## config.mk

```make
export PLATFORM = sky130hd
export DESIGN_NAME = uart_tx_cfg
export DESIGN_NICKNAME = d
export VERILOG_FILES = /design/src/rtl/uart_pkg.sv /design/src/rtl/uart_tx_hold.sv /design/src/rtl/uart_tx_cfg.sv
export SDC_FILE = /design/constraint.sdc
export NUM_CORES = 1
export LEC_CHECK = 0
export ABC_AREA = 1
export CORE_MARGIN = 10
export CORE_UTILIZATION = 55
export DETAILED_ROUTE_END_ITERATION = 8
export DONT_BUFFER_PORTS = 1
export GPL_ROUTABILITY_DRIVEN = 0
export HOLD_SLACK_MARGIN = 0.02
export PLACE_DENSITY = 0.77
export SETUP_SLACK_MARGIN = 0.05
export SLEW_MARGIN = 20
export SYNTH_ARGS = -nofsm -noshare
export SYNTH_HDL_FRONTEND = slang
export SYNTH_HIERARCHICAL = 1
export SYNTH_SLANG_ARGS = --single-unit
```

## constraint.sdc

```tcl
create_clock -name clk -period 2.3 [get_ports clk]
set_clock_uncertainty 0.2 [all_clocks]
set_input_delay 0.23 -clock clk [delete_from_list [all_inputs] [get_ports clk]]
set_output_delay 0.23 -clock clk [all_outputs]
set_load 0.02 [all_outputs]
```

## src/rtl/uart_pkg.sv

```systemverilog
// Shared types for the configurable UART transmitter: parity encodings,
// FSM state encoding and the parity helper used when a word is loaded.
package uart_pkg;

    // Widest word the transmitter supports; the parity helper works on this width.
    localparam int DATA_MAX = 9;

    typedef enum logic [1:0] {
        PAR_NONE = 2'b00,
        PAR_EVEN = 2'b01,
        PAR_ODD  = 2'b10,
        PAR_MARK = 2'b11
    } par_mode_t;

    typedef enum logic [2:0] {
        IDLE   = 3'd0,
        START  = 3'd1,
        DATA   = 3'd2,
        PARITY = 3'd3,
        STOP1  = 3'd4,
        STOP2  = 3'd5,
        BREAK  = 3'd6
    } tx_state_t;

    // Parity bit for a word zero-extended to DATA_MAX bits (extra zeros do not
    // change the XOR). Even parity makes the total count of ones even.
    function automatic logic parity_bit(input logic [DATA_MAX-1:0] data,
                                        input par_mode_t           mode);
        case (mode)
            PAR_EVEN: return ^data;
            PAR_ODD:  return ~^data;
            PAR_MARK: return 1'b1;
            default:  return 1'b0;
        endcase
    endfunction

endpackage

```

## src/rtl/uart_tx_hold.sv

```systemverilog
// One-entry holding register between the TX FIFO and the transmit shifter.
// Captures the word together with its per-frame configuration on accept and
// releases it when the FSM pops it into the shift register.
module uart_tx_hold
    import uart_pkg::*;
#(
    parameter int DATA_W = 8
) (
    input  logic              clk,
    input  logic              areset,
    input  logic              s_valid,
    output logic              s_ready,
    input  logic [DATA_W-1:0] s_data,
    input  logic [1:0]        par_mode,
    input  logic              stop2,
    input  logic              pop,
    output logic              pend_valid,
    output logic [DATA_W-1:0] pend_data,
    output par_mode_t         pend_par,
    output logic              pend_stop2
);

    logic accept;

    assign s_ready = !pend_valid;
    assign accept  = s_valid && s_ready;

    // Occupancy flag: set on accept, cleared when the FSM takes the word.
    // Accept and pop never coincide because pop needs pend_valid=1 (s_ready=0).
    // NOTE: sequential state uses <= so every flop samples pre-edge values.
    always_ff @(posedge clk or negedge areset) begin
        if (!areset) begin
            pend_valid <= 1'b0;
        end else if (accept) begin
            pend_valid <= 1'b1;
        end else if (pop) begin
            pend_valid <= 1'b0;
        end
    end

    // Payload capture; config is frozen here so later changes cannot affect this word.
    // NOTE: payload needs no reset; it is only consumed while pend_valid is set.
    always_ff @(posedge clk) begin
        if (accept) begin
            pend_data  <= s_data;
            pend_par   <= par_mode_t'(par_mode);
            pend_stop2 <= stop2;
        end
    end

endmodule

```

## src/rtl/uart_tx_cfg.sv

```systemverilog
// Configurable UART transmitter: DATA_W data bits (5..9) LSB first, per-frame
// parity mode and stop-bit count, paced by an external one-cycle baud_tick.
// Optional feature: define UART_TX_BREAK_EN to add brk_req/brk_active and a
// BREAK state that holds the line low for BRK_BITS ticks plus one mark tick.
module uart_tx_cfg
    import uart_pkg::*;
#(
    parameter int DATA_W   = 8,
    parameter int BRK_BITS = 13
) (
    input  logic              clk,
    input  logic              areset,
    input  logic              baud_tick,
    input  logic              s_valid,
    output logic              s_ready,
    input  logic [DATA_W-1:0] s_data,
    input  logic [1:0]        par_mode,
    input  logic              stop2,
`ifdef UART_TX_BREAK_EN
    input  logic              brk_req,
    output logic              brk_active,
`endif
    output logic              tx,
    output logic              busy,
    output logic              frame_done
);

    localparam int CNT_W = $clog2(DATA_W + 1);

    // Elaboration-time guard on the parameter ranges.
    if (DATA_W < 5 || DATA_W > DATA_MAX || BRK_BITS < 2) begin : g_bad_param
        $error("uart_tx_cfg: DATA_W must be 5..9 and BRK_BITS at least 2");
    end

    // Holding register interface.
    logic              pend_valid;
    logic [DATA_W-1:0] pend_data;
    par_mode_t         pend_par;
    logic              pend_stop2;
    logic              pop;

    // FSM and shifter registers with their next-state values.
    tx_state_t         state_q,   state_d;
    logic              tx_q,      tx_d;
    logic [CNT_W-1:0]  bit_cnt_q, bit_cnt_d;
    logic [DATA_W-1:0] shift_q,   shift_d;
    logic              use_par_q, use_par_d;
    logic              par_bit_q, par_bit_d;
    logic              stop2_q,   stop2_d;
    logic              done_q,    done_d;

    logic [DATA_MAX-1:0] par_in;
    logic                start_frame;
    logic                end_frame;

`ifdef UART_TX_BREAK_EN
    localparam int BRK_W = $clog2(BRK_BITS + 1);
    logic [BRK_W-1:0] brk_cnt_q, brk_cnt_d;
    logic             brk_act_q, brk_act_d;

    assign brk_active = brk_act_q;
`endif

    uart_tx_hold #(
        .DATA_W (DATA_W)
    ) u_hold (
        .clk        (clk),
        .areset     (areset),
        .s_valid    (s_valid),
        .s_ready    (s_ready),
        .s_data     (s_data),
        .par_mode   (par_mode),
        .stop2      (stop2),
        .pop        (pop),
        .pend_valid (pend_valid),
        .pend_data  (pend_data),
        .pend_par   (pend_par),
        .pend_stop2 (pend_stop2)
    );

    assign tx         = tx_q;
    assign frame_done = done_q;
    assign busy       = (state_q != IDLE) || pend_valid;

    // Zero-extend the pending word for the package parity helper.
    always_comb begin
        par_in                = '0;
        par_in[DATA_W-1:0]    = pend_data;
    end

    // Next-state logic: everything advances only on baud_tick; a frame is
    // started either from IDLE or directly at the end-of-frame tick.
    // NOTE: every always_comb output gets a default first so no latch is inferred.
    always_comb begin
        state_d     = state_q;
        tx_d        = tx_q;
        bit_cnt_d   = bit_cnt_q;
        shift_d     = shift_q;
        use_par_d   = use_par_q;
        par_bit_d   = par_bit_q;
        stop2_d     = stop2_q;
        done_d      = 1'b0;
        pop         = 1'b0;
        start_frame = 1'b0;
        end_frame   = 1'b0;
`ifdef UART_TX_BREAK_EN
        brk_cnt_d   = brk_cnt_q;
        brk_act_d   = brk_act_q;
`endif

        if (baud_tick) begin
            case (state_q)
                IDLE: begin
`ifdef UART_TX_BREAK_EN
                    if (brk_req) begin
                        state_d   = BREAK;
                        tx_d      = 1'b0;
                        brk_cnt_d = '0;
                        brk_act_d = 1'b1;
                    end else if (pend_valid) begin
                        start_frame = 1'b1;
                    end
`else
                    if (pend_valid) begin
                        start_frame = 1'b1;
                    end
`endif
                end
                START: begin
                    state_d   = DATA;
                    tx_d      = shift_q[0];
                    shift_d   = shift_q >> 1;
                    bit_cnt_d = CNT_W'(1);
                end
                DATA: begin
                    if (bit_cnt_q == CNT_W'(DATA_W)) begin
                        if (use_par_q) begin
                            state_d = PARITY;
                            tx_d    = par_bit_q;
                        end else begin
                            state_d = STOP1;
                            tx_d    = 1'b1;
                        end
                    end else begin
                        tx_d      = shift_q[0];
                        shift_d   = shift_q >> 1;
                        bit_cnt_d = bit_cnt_q + CNT_W'(1);
                    end
                end
                PARITY: begin
                    state_d = STOP1;
                    tx_d    = 1'b1;
                end
                STOP1: begin
                    if (stop2_q) begin
                        state_d = STOP2;
                        tx_d    = 1'b1;
                    end else begin
                        end_frame = 1'b1;
                    end
                end
                STOP2: begin
                    end_frame = 1'b1;
                end
`ifdef UART_TX_BREAK_EN
                BREAK: begin
                    // Low for BRK_BITS ticks, then one mark tick; brk_req is not
                    // looked at again so releasing it cannot shorten the break.
                    if (brk_cnt_q == BRK_W'(BRK_BITS)) begin
                        if (pend_valid) begin
                            start_frame = 1'b1;
                        end else begin
                            state_d = IDLE;
                            tx_d    = 1'b1;
                        end
                    end else begin
                        if (brk_cnt_q == BRK_W'(BRK_BITS - 1)) begin
                            tx_d      = 1'b1;
                            brk_act_d = 1'b0;
                        end
                        brk_cnt_d = brk_cnt_q + BRK_W'(1);
                    end
                end
`endif
                default: begin
                    state_d = IDLE;
                    tx_d    = 1'b1;
                end
            endcase
        end

        // Last stop bit finished: pulse frame_done and chain the next word if any.
        if (end_frame) begin
            done_d = 1'b1;
            if (pend_valid) begin
                start_frame = 1'b1;
            end else begin
                state_d   = IDLE;
                tx_d      = 1'b1;
                bit_cnt_d = '0;
            end
        end

        // Move the held word and its configuration into the shifter.
        if (start_frame) begin
            state_d   = START;
            tx_d      = 1'b0;
            bit_cnt_d = '0;
            shift_d   = pend_data;
            use_par_d = (pend_par != PAR_NONE);
            par_bit_d = parity_bit(par_in, pend_par);
            stop2_d   = pend_stop2;
            pop       = 1'b1;
        end
    end

    // State and datapath registers; reset drives the line idle-high at once.
    always_ff @(posedge clk or negedge areset) begin
        if (!areset) begin
            state_q   <= IDLE;
            tx_q      <= 1'b1;
            bit_cnt_q <= '0;
            shift_q   <= '0;
            use_par_q <= 1'b0;
            par_bit_q <= 1'b0;
            stop2_q   <= 1'b0;
            done_q    <= 1'b0;
`ifdef UART_TX_BREAK_EN
            brk_cnt_q <= '0;
            brk_act_q <= 1'b0;
`endif
        end else begin
            state_q   <= state_d;
            tx_q      <= tx_d;
            bit_cnt_q <= bit_cnt_d;
            shift_q   <= shift_d;
            use_par_q <= use_par_d;
            par_bit_q <= par_bit_d;
            stop2_q   <= stop2_d;
            done_q    <= done_d;
`ifdef UART_TX_BREAK_EN
            brk_cnt_q <= brk_cnt_d;
            brk_act_q <= brk_act_d;
`endif
        end
    end

endmodule

```

Wiring by layer:
Only two layers are drawn.
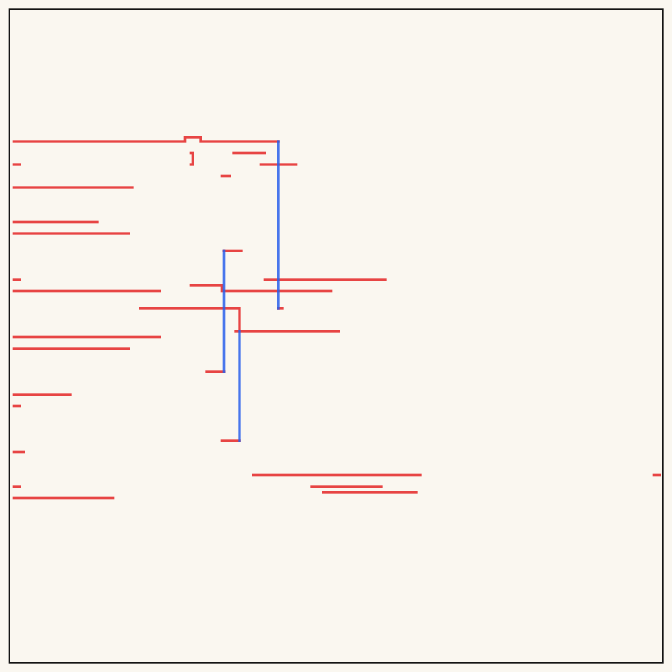
layer	colour	wire length
met4	blue	46.9 um
met3	red	255 um
GRT Total Usage: 11.8%
final WL: 3.42 mm

Where the registers sit:
Other sequential cells in the stronger grey, the rest of the logic in the fainter grey.
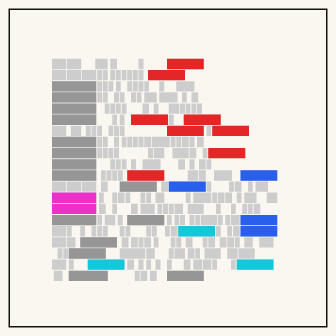
name in the netlist	colour	placed flops
bit_cnt_q	blue	4
u_hold/pend_par	magenta	2
state_q	cyan	3
shift_q	red	8
not coloured	15

==> flow_metrics.env <==
# source this file to load flow results
export IMPL_r2r_start="state_q[0]$_DFF_PN0_"
export IMPL_sequentialPowerShare_pct=43.9
export IMPL_grt_antenna_before_repair=0
export IMPL_finalMaxSlewViolations=0
export IMPL_p_int_w=0.00123
export IMPL_synth_area_top_cells="dfrtp_1 28%, edfxtp_1 18%, nand2_1 16%"
export IMPL_hold_depth=5
export IMPL_clk_pin_slew_ns=0.09
export IMPL_leakage_nw=1.03
export IMPL_edf_count=11
export IMPL_n_clock_buffer=7
export IMPL_area_delta_synth_final_pct=11.4
export IMPL_switchingPower_w=0.000935
export IMPL_max_stage_delay_ns=0.45
export IMPL_die_w_um=77.1
export IMPL_postSynthCellCount=221
export IMPL_route_met2_wl_mm=1.56
export IMPL_pin_count=19
export IMPL_crit_end="shift_q[6]$_DFFE_PN0P_"
export IMPL_irDropWorstVdd_mv=0.695
export IMPL_tool_warnings=27
export IMPL_ys_area_mm2=0.00179
export IMPL_numSynthFlops=32
export IMPL_relSlewSlack_pct=67.5
export IMPL_comb_area_um2=751
export IMPL_outcome="complete, no violations"
export IMPL_buffer_area_share_pct=7.26
export IMPL_ys_flop_type="dfrtp_1"
export IMPL_grt_max_degree=24
export IMPL_clock_tree_buffer_depth=2
export IMPL_final_common_cell="nand2_1"
export IMPL_num_nonclk_buffers=15
export IMPL_worstRegToRegCells=8
export IMPL_p_comb_share_pct=42.8
export IMPL_yosysSeqAreaShare_pct=47.8
export IMPL_seq_cell_share_pct=42.9
export IMPL_largest_class="registers"
export IMPL_seq_cell_count=32
export IMPL_ys_warnings_count=6
I/O pins on the die edge:
Pins as bars across the die edge, other pins in grey.
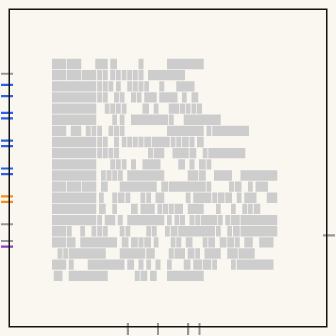
port	colour	pins	direction	edge
par_mode	orange	2	input	left
s_data	blue	8	input	left
s_ready	purple	1	output	left

Metal 3:
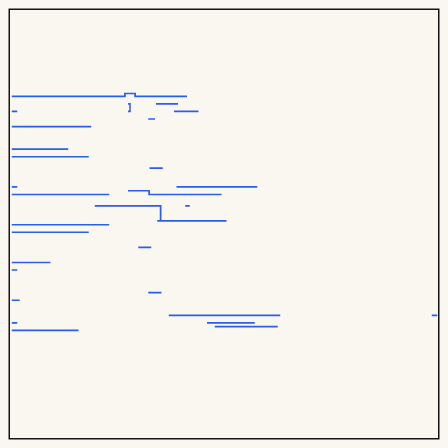
longest straight run	20.2 um
nets with wire on the layer	26
wire length on this layer	255 um
main direction	horizontal

-- stage by stage --
stage / std cells / hold WS, ns / cell area [um2] / worst slack [ns] / util [%]
after floorplan: 221 / -0.266 / 1790 / 0.693 / -
after detailed placement: 261 / -0.265 / 1800 / 0.503 / 58.6
final: 284 / 0.0521 / 2000 / 0.494 / 64.9
after CTS: 283 / 0.0489 / 1990 / 0.490 / 64.8
after global placement: 261 / -0.265 / 1800 / 0.512 / 58.6
after global routing: 284 / 0.0780 / 2000 / 0.357 / 64.9
-- worst max-delay path: cells and delay by family (launching register included) --
family                 cells  cell delay, ns
AND/OR/NAND/NOR            6            0.79
flip-flops                 1            0.45
buffers and inverters      1            0.22
AND-OR/OR-AND              1            0.05
